Fig. 1: met1 routing
Scale bar: 50 microns.
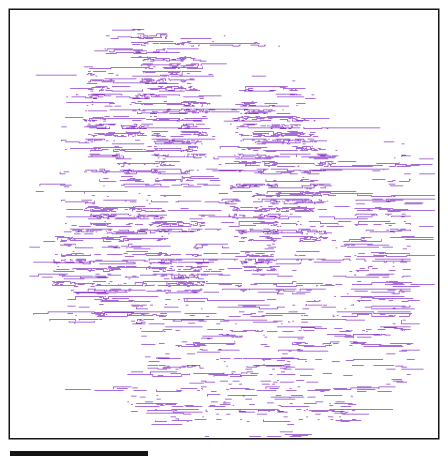
Fig. 2: the metal 2 layer
Scale bar: 50 microns. Cells faint in the background.
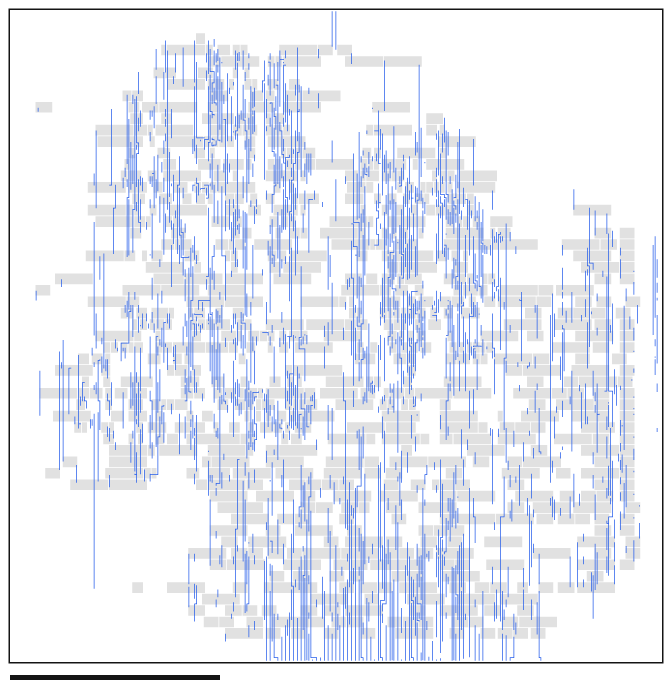
Fig. 3: met3 routing
Scale bar: 50 microns. Cells faint in the background.
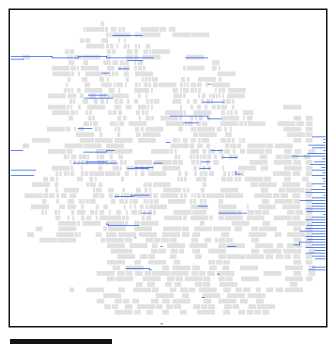
File: src/rtl/alu_operand_loader.sv
// Operand front-end for the ALU: synchronizes and debounces the A/B/F buttons,
// then loads the switch bank into the operand and opcode registers on each accepted press.
module alu_operand_loader #(
    parameter int DEBOUNCE_CYCLES = 20,
    parameter int CNT_W           = 20
) (
    input  logic        clk,
    input  logic        rst_n,
    input  logic [31:0] sw,
    input  logic        key_A,
    input  logic        key_B,
    input  logic        key_F,
    output logic [31:0] alu_a,
    output logic [31:0] alu_b,
    output logic [3:0]  alu_op,
    output logic [2:0]  upd,
    output logic        calc_valid
);

    typedef enum logic [1:0] {
        REL        = 2'd0,
        PRESS_WAIT = 2'd1,
        PRESSED    = 2'd2,
        REL_WAIT   = 2'd3
    } db_state_t;

    localparam logic [CNT_W-1:0] D_CNT   = CNT_W'(DEBOUNCE_CYCLES);
    localparam logic [CNT_W-1:0] ONE_CNT = CNT_W'(1);

    logic [2:0] keys;
    logic [2:0] sync1;
    logic [2:0] sync2;
    logic [2:0] accept;
    logic [2:0] accept_q;
    logic [2:0] seen;

    assign keys = {key_F, key_B, key_A};

    // NOTE: sequential state uses non-blocking assignments so every flop
    // samples the pre-edge value of its neighbours, whatever the block order.
    always_ff @(posedge clk or negedge rst_n) begin
        if (!rst_n) begin
            sync1    <= '0;
            sync2    <= '0;
            accept_q <= '0;
        end else begin
            sync1    <= keys;
            sync2    <= sync1;
            accept_q <= accept;
        end
    end

    for (genvar i = 0; i < 3; i++) begin : g_ch
        db_state_t        state;
        db_state_t        state_nxt;
        logic [CNT_W-1:0] cnt;
        logic [CNT_W-1:0] cnt_nxt;
        logic [CNT_W-1:0] cnt_inc;
        logic             acc;

        assign cnt_inc   = cnt + ONE_CNT;
        assign accept[i] = acc;

        always_ff @(posedge clk or negedge rst_n) begin
            if (!rst_n) begin
                state <= REL;
                cnt   <= '0;
            end else begin
                state <= state_nxt;
                cnt   <= cnt_nxt;
            end
        end

        // NOTE: every output of this block gets a default first, so no path
        // through the case leaves a signal unassigned and no latch is inferred.
        always_comb begin
            state_nxt = state;
            cnt_nxt   = cnt;
            acc       = 1'b0;
            unique case (state)
                REL: begin
                    if (sync2[i]) begin
                        cnt_nxt = ONE_CNT;
                        if (D_CNT == ONE_CNT) begin
                            state_nxt = PRESSED;
                            acc       = 1'b1;
                        end else begin
                            state_nxt = PRESS_WAIT;
                        end
                    end
                end
                PRESS_WAIT: begin
                    if (!sync2[i]) begin
                        cnt_nxt   = '0;
                        state_nxt = REL;
                    end else begin
                        cnt_nxt = cnt_inc;
                        if (cnt_inc == D_CNT) begin
                            state_nxt = PRESSED;
                            acc       = 1'b1;
                        end
                    end
                end
                PRESSED: begin
                    if (!sync2[i]) begin
                        cnt_nxt   = ONE_CNT;
                        state_nxt = (D_CNT == ONE_CNT) ? REL : REL_WAIT;
                    end
                end
                REL_WAIT: begin
                    if (sync2[i]) begin
                        cnt_nxt   = '0;
                        state_nxt = PRESSED;
                    end else begin
                        cnt_nxt = cnt_inc;
                        if (cnt_inc == D_CNT) begin
                            state_nxt = REL;
                        end
                    end
                end
                default: begin
                    state_nxt = REL;
                    cnt_nxt   = '0;
                end
            endcase
        end
    end

    // Loads happen one edge after the accept, so upd lines up with the new register value.
    always_ff @(posedge clk or negedge rst_n) begin
        if (!rst_n) begin
            alu_a      <= '0;
            alu_b      <= '0;
            alu_op     <= '0;
            upd        <= '0;
            seen       <= '0;
            calc_valid <= 1'b0;
        end else begin
            if (accept_q[0]) alu_a  <= sw;
            if (accept_q[1]) alu_b  <= sw;
            if (accept_q[2]) alu_op <= sw[31:28];
            upd        <= accept_q;
            seen       <= seen | accept_q;
            calc_valid <= calc_valid | (&(seen | accept_q));
        end
    end

endmodule

File: config.mk
export PLATFORM = sky130hd
export DESIGN_NAME = alu_operand_loader
export DESIGN_NICKNAME = d
export VERILOG_FILES = /design/src/rtl/alu_operand_loader.sv
export SDC_FILE = /design/constraint.sdc
export NUM_CORES = 1
export LEC_CHECK = 0
export CAP_MARGIN = 20
export CORE_MARGIN = 5
export CORE_UTILIZATION = 35
export CTS_CLUSTER_DIAMETER = 100
export DETAILED_ROUTE_END_ITERATION = 16
export SYNTH_ARGS = -nofsm -noshare
export SYNTH_HDL_FRONTEND = slang
export SYNTH_SLANG_ARGS = --single-unit
File: constraint.sdc
create_clock -name clk -period 3.1 [get_ports clk]
set_input_delay 0.93 -clock clk [delete_from_list [all_inputs] [get_ports clk]]
set_output_delay 0.93 -clock clk [all_outputs]
set_load 0.03 [all_outputs]
==> flow_metrics.env <==
# physical design summary
export IMPL_clk_pin_slew_ns=0.07
export IMPL_r2r_start="g_ch[0].cnt[0]$_DFFE_PN0P_"
export IMPL_hold_viol_final=0
export IMPL_top_area_share_pct=51.0
export IMPL_fmaxAchievable_mhz=369
export IMPL_status="finished clean"
export IMPL_clkSinkCount=150
export IMPL_drt_first_pass_iters=5
export IMPL_combinationalPowerShare_pct=4.6
export IMPL_clockPowerShare_pct=48.7
export IMPL_r2r_setup_slack_ns=0.39
export IMPL_clock_path_buffers=2
export IMPL_syn_inst=703
export IMPL_synth_area_per_cell_sq_um=10.5
export IMPL_ff2ff_path_depth=7
export IMPL_met3_length_microns=709
export IMPL_slew_viol_final=0
export IMPL_worst_hold_path_type="reg -> reg"
export IMPL_path_class="reg -> reg"
export IMPL_fin_tns_setup_ns=0
export IMPL_xor_share_pct=2.14
export IMPL_area_growth_pct=27.0
export IMPL_top_cells_by_area="dfrtp_1, mux2_2, o21ai_0, o31ai_1, nand3_1"
export IMPL_ys_types=63
export IMPL_crit_path_max_fanout=8
export IMPL_seq_area_frac_synth_pct=51.0
export IMPL_switching_share_pct=23.9
export IMPL_cts_buffers=17
export IMPL_grt_util_all_layers_pct=15.0
export IMPL_min_period_ns=2.71
export IMPL_fin_nets=843
export IMPL_drt_met1_wl_mm=8.22
export IMPL_syn_nets=745
export IMPL_p_total_mw=4.30
export IMPL_common_cells="dfrtp_1, o21ai_0, mux2_2"
export IMPL_synth_flops=150
Notes on Fig. 1 above:
wire length on this layer: 8220 microns
nets with wire on the layer: 769
main direction: horizontal
share of all routed wire: 47%
total routed wirelength: 17.4 mm
routed via count: 5718
Global Route met1 Usage: 20.6%

Notes on Fig. 2 above:
longest straight run: 46.4 microns
wire length on this layer: 8220 microns
main direction: vertical
share of all routed wire: 47%
met2 Use GR: 23.6%

Notes on Fig. 3 above:
nets with wire on the layer: 74
main direction: horizontal
longest straight run: 23.0 microns
share of all routed wire: 4.1%
met3 Track Usage GR: 3.37%

-- worst register-to-register path, cell delays in order, from the launching register on --
cell	delay, ns
dfrtp_1	0.48
ha_1	0.35
nand3_1	0.25
or4_1	0.63
xor2_1	0.16
and4_1	0.21
o2111ai_1	0.17
mux2_1	0.36
-- registers in the layout, summed over array words and instances (netlist names), named ones only --
name,count
g_ch.cnt,60
sync1,3
seen,3
alu_a,32
alu_b,32
sync2,3
calc_valid,1
upd,3
alu_op,4
g_ch.state,3
accept_q,3
-- layout make-up --
| type | instances | share of cell area, % |
|---|---|---|
| Tap cell | 275 | 3.68 |
| Multi-Input combinational cell | 502 | 36.3 |
| Clock inverter | 14 | 1.75 |
| Sequential cell | 150 | 40.1 |
| Timing Repair Buffer | 126 | 13.4 |
| Clock buffer | 18 | 4.59 |
| Inverter | 4 | 0.161 |
-- worst max-delay path by stage --
stage               slack [ns]  cells after the start                  startpoint         to
floorplan                 0.59                     10  g_ch[1].cnt[0]$_DFFE_PN0P_  flip-flop
global route              0.12                      7  g_ch[0].cnt[0]$_DFFE_PN0P_  flip-flop
detailed placement        0.43                      7  g_ch[0].cnt[0]$_DFFE_PN0P_  flip-flop
finish                    0.39                      7  g_ch[0].cnt[0]$_DFFE_PN0P_  flip-flop
global placement          0.57                      7  g_ch[0].cnt[0]$_DFFE_PN0P_  flip-flop
CTS                       0.40                      7  g_ch[0].cnt[0]$_DFFE_PN0P_  flip-flop
-- cell families after synthesis --
| kind of cell | Yosys count |
|---|---|
| multiplexers | 78 |
| AND-OR/OR-AND | 162 |
| XOR/XNOR | 18 |
| AND/OR/NAND/NOR | 239 |
| buffers and inverters | 51 |
| adder cells (fa/ha/maj) | 5 |
| flip-flops | 150 |
